==> src/rtl/pipe_skid_reg.sv <==
// Reusable pipeline-stage register with valid/ready handshake and flush.
// SKID=1 adds a second entry so in_ready comes straight from a flop.
module pipe_skid_reg #(
  parameter int                DATA_W    = 32,
  parameter int                SKID      = 1,
  parameter logic [DATA_W-1:0] RESET_VAL = {DATA_W{1'b0}}
) (
  input  logic              clk,
  input  logic              rst,
  input  logic              flush,
  input  logic              in_valid,
  output logic              in_ready,
  input  logic [DATA_W-1:0] in_data,
  output logic              out_valid,
  input  logic              out_ready,
  output logic [DATA_W-1:0] out_data,
  output logic [1:0]        count
);

  typedef enum logic [1:0] {EMPTY = 2'd0, ONE = 2'd1, FULL = 2'd2} state_t;

  state_t            state_q, state_d;
  logic [DATA_W-1:0] main_q, main_d;
  logic [DATA_W-1:0] skid_q, skid_d;
  logic              rdy_q;
  logic              in_fire, out_fire;

  assign out_valid = (state_q != EMPTY);
  assign out_data  = main_q;
  assign count     = state_q;
  // Without a skid entry, ready must look through to the downstream consumer.
  assign in_ready  = (SKID != 0) ? rdy_q : (!out_valid | out_ready);
  assign in_fire   = in_valid & in_ready;
  assign out_fire  = out_valid & out_ready;

  always_comb begin
    state_d = state_q;
    main_d  = main_q;
    skid_d  = skid_q;
    if (flush) begin
      state_d = EMPTY;
      main_d  = RESET_VAL;
      skid_d  = RESET_VAL;
    end else begin
      unique case (state_q)
        EMPTY: begin
          if (in_fire) begin
            state_d = ONE;
            main_d  = in_data;
          end
        end
        ONE: begin
          if (in_fire && out_fire) begin
            main_d = in_data;
          end else if (in_fire && (SKID != 0)) begin
            state_d = FULL;
            skid_d  = in_data;
          end else if (out_fire) begin
            state_d = EMPTY;
            main_d  = RESET_VAL;
          end
        end
        FULL: begin
          if (out_fire) begin
            state_d = ONE;
            main_d  = skid_q;
            skid_d  = RESET_VAL;
          end
        end
        default: begin
          state_d = EMPTY;
          main_d  = RESET_VAL;
          skid_d  = RESET_VAL;
        end
      endcase
    end
  end

  always_ff @(posedge clk) begin
    if (!rst) begin
      state_q <= EMPTY;
      main_q  <= RESET_VAL;
      skid_q  <= RESET_VAL;
      rdy_q   <= 1'b1;
    end else begin
      state_q <= state_d;
      main_q  <= main_d;
      skid_q  <= skid_d;
      rdy_q   <= (state_d != FULL);
    end
  end

endmodule
==> config.mk <==
export PLATFORM = sky130hd
export DESIGN_NAME = pipe_skid_reg
export DESIGN_NICKNAME = d
export VERILOG_FILES = /design/src/rtl/pipe_skid_reg.sv
export SDC_FILE = /design/constraint.sdc
export NUM_CORES = 1
export LEC_CHECK = 0
export ABC_AREA = 0
export CORE_UTILIZATION = 40
export CTS_CLUSTER_SIZE = 40
export DETAILED_ROUTE_END_ITERATION = 8
export PLACE_DENSITY = 0.65
export SYNTH_ARGS = -nofsm -noshare
export SYNTH_HDL_FRONTEND = slang
export SYNTH_SLANG_ARGS = --single-unit
==> constraint.sdc <==
create_clock -name clk -period 1.6 [get_ports clk]
set_input_delay 0.32 -clock clk [delete_from_list [all_inputs] [get_ports clk]]
set_output_delay 0.32 -clock clk [all_outputs]
set_load 0.005 [all_outputs]
### Power grid, run 1

Bar = 20 µm. Pins as bars on the die edge. Tap cells in gray.
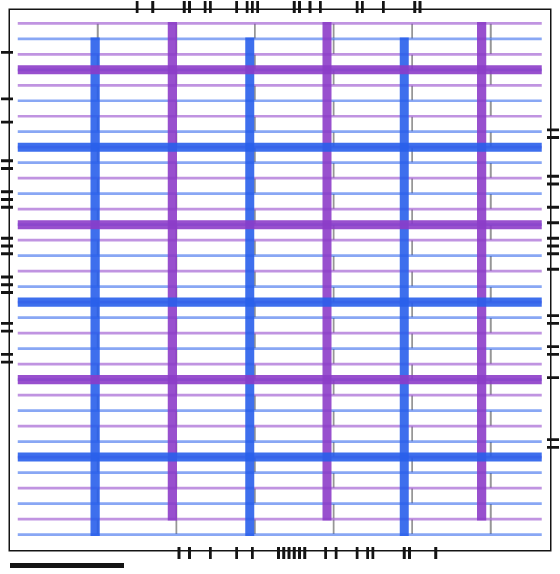
purple -> VDD
blue -> VSS
signal pins = 73
tap cells = 105
met5 straps = 6
met4 straps = 6

### Placement by cell class, run 1

Bar = 20 µm.
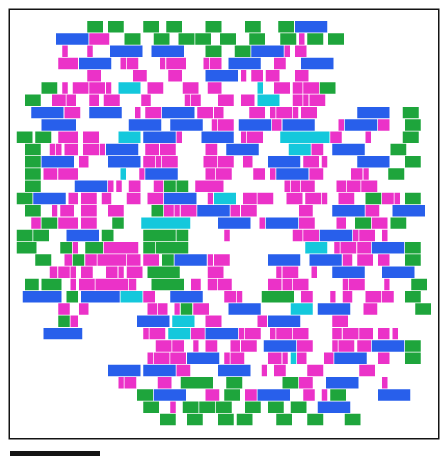
cyan -> clock drivers and dummy loads  # cells 15
magenta -> combinational and other logic  # cells 248
green -> other buffers and delay cells  # cells 92
blue -> flops  # cells 67

### Clock distribution, run 1

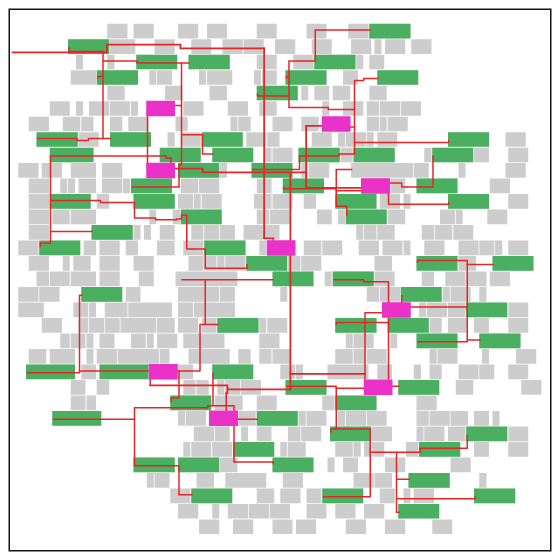
red -> clock wires  # length 971 µm
magenta -> clock drivers  # count 9
green -> flip-flops  # count 67
routed clock nets = 10

### Metal layers overlaid, run 1

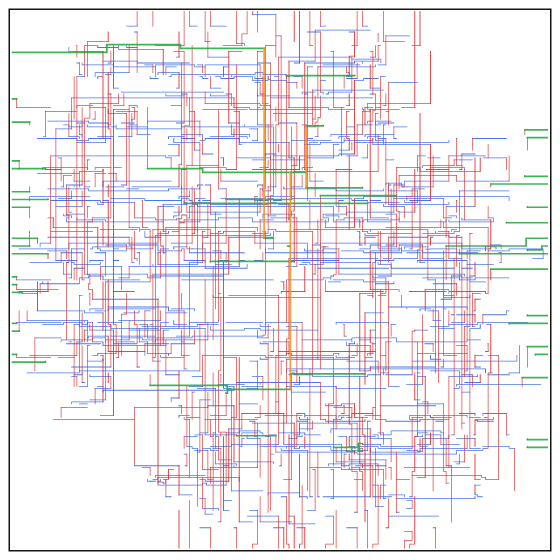
green -> metal 3  # wire length 383 µm
red -> metal 2  # wire length 3900 µm
blue -> metal 1  # wire length 4040 µm
orange -> metal 4  # wire length 82.3 µm

==> changes_impl.md, run 1 <==
## Flow update

* RR Endpoint: out_data[11]
* Crit-path slowest cell: clkdlybuf4s50_1
* Clk network pwr share at 0.395
* Tcrit/Tclk final at 0.9742
* Vias/cell at about 5.4
* Post-synth ARST share at 0
* Vias in the first global route at 2619
* Net Count, Synth at between 300 and 400
* Detailed placement HPWL at 5.134 mm
* ANT cells at 0
* I/O Pins at 73
* Static leakage at 1.567 nW
* Post-CTS Hold Fix Bufs at 0
* Placed Area at ~4200 µm²
* Most frequent cells after synthesis: 67 x dfxtp_1, 66 x nor2_1, 65 x mux2i_1
* Int Power at 2.953 mW
* Status: complete, no violations
* Hold WC Path Type: primary input to flop
* Setup crit end kind: primary output
* Final nets at approximately 460
* VDD IR max at 498.6 µV
* Pwr/cell area at 872.2 nW/µm²
* Grt met3 use at 0.04750
* RSZ-0062 raised after global routing: yes
* Worst-path maximum fanout at 8
* Reg-to-reg slack, setup at approximately 0.070 ns
* Synthesis-to-finish area growth at 30.36%
* # DRC at 0
* Post-synth top area cell: dfxtp_1
* Crit path depth at 1
* Ao+oa area frac at 0.1786
* MaxCap Viol Count at 0
* Routing usage on met1 at 0.2488
* Yosys xor share at 0
* Largest net degree at the start of global routing at 54
* Adder share at 0
* Core area at 8258 µm²
* Core Density at Floorplan at 0.4173
* Seq pwr share at 0.440
* Gr usage total at 0.1897
* Tool warning count at 27
* Worst reg-to-reg path cell count at 5
* Crit Path Category: flop to primary output
* Overall die width at 94.82 µm
* Rows at 33
* First-pass GRT wire length at 13.14 mm
* Post-synth mux share at 0.1888
* CP peak stage delay at 0.51 ns
* Post-Synthesis Cells at around 350
* Input/output buffers at 72
* Top area contributor share at 0.3893
* First DRT Iteration DRCs at 117
* Yosys cell types at 29
* Switching Share at 0.2463
* Global Route met2 Usage at 0.3076
* Top comb family, area: multiplexers
* Worst setup margin at between 0.04 and 0.05 ns
* Slew headroom at 0.7388
* Worst Hold End: count[1]
* Die height at 94.82 µm
* Setup WS pre-CTS at -0.3699 ns
* Non-filler instance count after layout at approximately 530
* Top cells by area: dfxtp_1 39%, mux2i_1 19%, o2bb2ai_1 8.1%, nor2_1 7.2%, and2_1 5.8%
* CP Cell Sequence: clkdlybuf4s50_1
* Layer with the highest usage: met2
* YS warnings at 0
* CTS tree: done
* Hold Path Depth at 3
* Routed wire length at 8.404 mm
* Initial antenna violation count at 0
* Post-synth regs at 67
* H-tree depth at 3
* Worst-Margin Slew at 0.3918 ns
* Slew Limit Fails at 0
* Worst setup path start: count[0]
* Final setup fails at 0
* Hold path startpoint: out_ready
* Critical path arrival at 1.24 ns
* Layout cell share with drive strength beyond 1 at 0.1161
* Power share of the combinational group at 0.165
* Clk pin slew, worst setup/hold paths at approximately 0.070 ns
* Setup crit start kind: flop
* Synth Flop Type: dfxtp_1
* EDFF count, synth at 0
* Synth Cell Area at between 3000 and 4000 µm²
* P_sw at roughly 970 µW
* CP delay by family, top: buffers and inverters
* Post-CTS Repair Setup Buffers at 2
* Num CTS Buffers at 9
* Area figure in the yosys stat output at 3446 µm²
* Final GP Congestion at 0.7324
* Post-layout min period at 1.559 ns
* Mean post-synth cell area at 9.902 µm²
* Peak Freq at 641.6 MHz
* Most instantiated library cell after synthesis: dfxtp_1
* Setup TNS at 0 ns
* Ys cells at 348
* Clk buf depth at 2
* CP endpoint: count[0]
* Vias post-DR at 2827
* Clock skew at 0.008079 ns
* Clock latency at the later pin of the worst-skew pair at 0.34 ns
* Required time worst endpoint at 1.28 ns
-- run 1: cells in the final DEF, fill, tap and decap left out, drive strengths merged, types with 2 or more instances in the layout --
master / Yosys / routed
buf: 22 / 20
dfxtp: 67 / 67
a21oi: 2 / 2
dlymetal6s2s: 0 / 2
bufinv: 0 / 2
a22o: 1 / 2
clkbuf: 12 / 13
nand3b: 4 / 4
nor2: 66 / 66
mux2i: 65 / 65
clkdlybuf4s50: 0 / 68
o2bb2ai: 32 / 32
and2: 32 / 32
a22oi: 32 / 32
-- run 1: stage by stage --
stage               power [mW]  utilization  hold WS [ns]
CTS                      3.936       0.5403        0.5001
finish                   3.918       0.5439        0.4897
global placement         2.390       0.5126        0.4726
global route             4.111       0.5439        0.4963
detailed placement       2.399       0.5126        0.4806
floorplan                2.134            -        0.4601
-- run 1: power groups by stage --
| stage | Sequential, mW | Combinational, mW | Clock [mW] |
|---|---|---|---|
| CTS | 1.73 | 0.635 | 1.57 |
| global route | 1.73 | 0.700 | 1.68 |
| finish | 1.72 | 0.647 | 1.55 |
| global placement | 1.77 | 0.624 | 0 |
| detailed placement | 1.77 | 0.631 | 0 |
| floorplan | 1.77 | 0.368 | 0 |
-- run 1: state kept, by name, indices dropped and copies added (netlist names) --
register,cells
count,2
out_data,32
in_ready,1
skid_q,32
-- run 1: final cells by class --
cell class                 count  area (µm²)  area share
clock buffer                  13       148.9     0.03315
multi-input combinational    248        1844      0.4106
sequential                    67        1354      0.3014
timing repair buffer          92       953.4      0.2123
tap                          105       131.4     0.02925
clock inverter                 2       60.06     0.01337
-- run 1: metal layers --
layer,part of all wire,wire [µm],vias to the layer above
li1,-,-,1388
met1,0.48,4037,1369
met2,0.46,3901,61
met3,0.045,382,9
met4,0.0098,82,0
met5,0,0,-
==> inputs of run 2 (changes only) <==
--- a/config.mk
+++ b/config.mk
@@ -6,9 +6,11 @@
 export NUM_CORES = 1
 export LEC_CHECK = 0
 export ABC_AREA = 0
+export CORE_MARGIN = 2
 export CORE_UTILIZATION = 40
 export CTS_CLUSTER_SIZE = 40
 export DETAILED_ROUTE_END_ITERATION = 8
+export MAX_ROUTING_LAYER = met4
 export PLACE_DENSITY = 0.65
 export SYNTH_ARGS = -nofsm -noshare
 export SYNTH_HDL_FRONTEND = slang
==> run 2 against run 1 <==
Against the previous run:
- hold slack improved by 0.0084 ns
- non-clock buffer count increased by 3
- critical path type unchanged
- synthesized cell count unchanged
==> changes_impl.md, run 2 <==
## Flow update

* Final nets at ~460
* M1 WL at 3.817 mm
* Final GP Congestion at 0.7567
* Worst setup margin at 0.04216 ns
* Hold WC Path Type: flop to flop
* Setup WS pre-CTS at -0.3538 ns
* Top cells by area: dfxtp_1 39%, mux2i_1 19%, o2bb2ai_1 8.1%, nor2_1 7.2%, and2_1 5.8%
* Reg-to-reg slack, setup at approximately 0.12 ns
* Ys cells at between 300 and 400
* Area figure in the yosys stat output at 3446 µm²
* Setup crit start kind: flop
* Slew headroom at 0.7229
* RSZ-0062 raised after global routing: no
* Worst reg-to-reg path cell count at 5
* Top Layout Cells: 67 x clkdlybuf4s50_1, 66 x nor2_1, 65 x mux2i_1, 64 x dfxtp_1
* Mean post-synth cell area at slightly below 10 µm²
* Pwr/cell area at 806.9 nW/µm²
* Hold path startpoint: skid_q[4]
* Static leakage at 1.569 nW
* First-pass GRT wire length at 13.65 mm
* Input/output buffers at slightly above 70
* Synth Flop Type: dfxtp_1
* Met3 routed WL at 268 µm
* P_comb at 627 µW
* Vias/cell at 5.282
* Post-layout min period at 1.558 ns
* ANT cells at 0
* Required time worst endpoint at 1.28 ns
* Layout cell share with drive strength beyond 1 at 0.1229
* Most instantiated library cell after synthesis: dfxtp_1
* P_clk at roughly 1.2 mW
* Seq pwr share at 0.479
* CP Cell Sequence: clkdlybuf4s50_1
* RR Endpoint: out_data[18]
* Highest-power group: registers
* # DRC at 0
* Int Power at 2.656 mW
* Post-synth top area cell: dfxtp_1
* Routed wire length at 7.860 mm
* Synthesis-to-finish area growth at 29.27%
* Synth Cell Area at 3446 µm²
* Non-filler instance count after layout at around 530
* Vias post-DR at 2789
* Clk pin slew, worst setup/hold paths at 0.07 ns
* Vias in the first global route at between 2000 and 3000
* Most frequent cells after synthesis: 67 x dfxtp_1, 66 x nor2_1, 65 x mux2i_1
* Wire length on met2 at around 3.7 mm
* Core Density at Floorplan at 0.4152
* Clock skew at 0.003486 ns
* Post-CTS Hold Fix Bufs at 0
* Post-Synthesis Cells at roughly 350
* Post-synth regs at 67
* Setup crit end kind: primary output
* Worst-path maximum fanout at 6
* P_sw at roughly 940 µW
* Tcrit/Tclk final at 0.9736
* Final Util at 0.5367
* Yosys cell types at 29
* Detailed placement HPWL at 5.115 mm
* First DRT Iteration DRCs at 144
* Crit-path slowest cell: clkdlybuf4s50_1
* Status: complete, no violations
* Initial antenna violation count at 0
* Crit Path Category: flop to primary output
* Final setup fails at 0
* CTS tree: done
* Critical path arrival at between 1 and 1.5 ns
* Slew Limit Fails at 0
* Switching Share at 0.2610
* H-tree depth at 3
* Hold WS at 0.4981 ns
* Seq power at roughly 1.7 mW
* EDFF count, synth at 0
* MaxCap Viol Count at 0
* Most numerous logic cell after layout: clkdlybuf4s50_1
* Rows at 33
* Net Count, Synth at 385
* Hold Path Depth at 2
run 2: how the worst max path moves through the flow:
stage	from	depth (start not counted)	end	slack, ns
6_report	in_ready	1	in_ready	0.04
2_1_floorplan	count[1]	6	out_data[11]	0.25
3_5_place_dp	out_ready	5	out_data[18]	-0.35
4_1_cts	out_ready	5	out_data[18]	0.008
3_3_place_gp	out_ready	6	skid_q[7]	-0.29
5_1_grt	in_ready	1	in_ready	0.007
run 2: cells by family after synthesis:
family / count (synthesis) / share of synthesized area
buffers and inverters: 34 / 0.08388
AOI/OAI and AO/OA: 71 / 0.1787
DFF: 67 / 0.3893
muxes: 65 / 0.1888
and+or+nand+nor: 111 / 0.1594
run 2: per-layer routing:
metal / vias up / GRT usage
li1: 1379 / -
met1: 1338 / 0.2378
met2: 64 / 0.2772
met3: 8 / 0.03829
met4: 0 / 0.05092
met5: - / -
run 2: area by class of cell:
| cell class | count | area, µm² | share of cell area |
|---|---|---|---|
| well taps | 105 | 131.4 | 0.02949 |
| flip-flops and latches | 67 | 1353 | 0.3037 |
| clock inverters | 3 | 15.01 | 0.003371 |
| multi-input cells | 247 | 1827 | 0.4101 |
| clock buffers | 11 | 151.4 | 0.03399 |
| repair buffers | 95 | 977.2 | 0.2194 |
run 2: repair_timing:
| action | 4_1_cts | 5_1_grt |
|---|---|---|
| endpoints found under the setup margin | 4 | 64 |
| gates resized | 8 | 3 |
| hold endpoints to repair | 0 | 0 |
| buffers inserted | 3 | 0 |
run 2: worst register-to-register path, delay by kind of cell, from the launching register on:
| family | cells | cell delay (ns) |
|---|---|---|
| DFF | 1 | 0.35 |
| AOI/OAI and AO/OA | 2 | 0.66 |
| and+or+nand+nor | 2 | 0.20 |
| buffers and inverters | 1 | 0.15 |
### Power grid, run 2

Bar = 20 µm. Pins as bars on the die edge. Tap cells in gray.
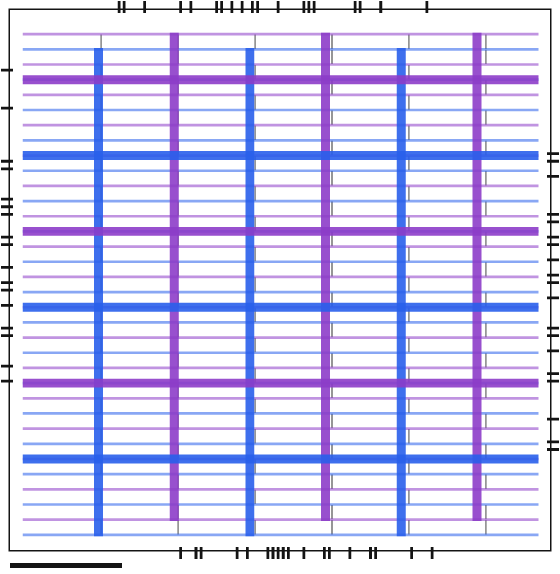
purple -> VDD
blue -> VSS
met5 straps = 6
met4 straps = 6
signal pins = 73
met1 rails = 34
VDD IR max: 483.0 µV
die height: 96.82 µm
overall die width: 96.82 µm
core area: 8299 µm²

### Metal layers overlaid, run 2

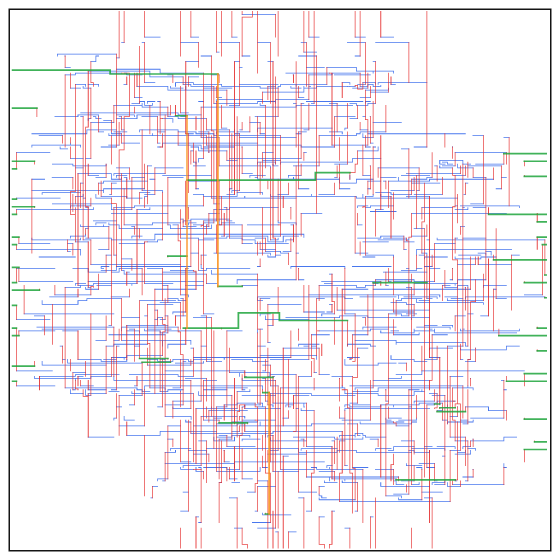
green -> metal 3  # wire length 268 µm
orange -> metal 4  # wire length 97.9 µm
blue -> metal 1  # wire length 3820 µm
red -> metal 2  # wire length 3680 µm

No activity file was given, so power comes from the tool's default toggle rates.
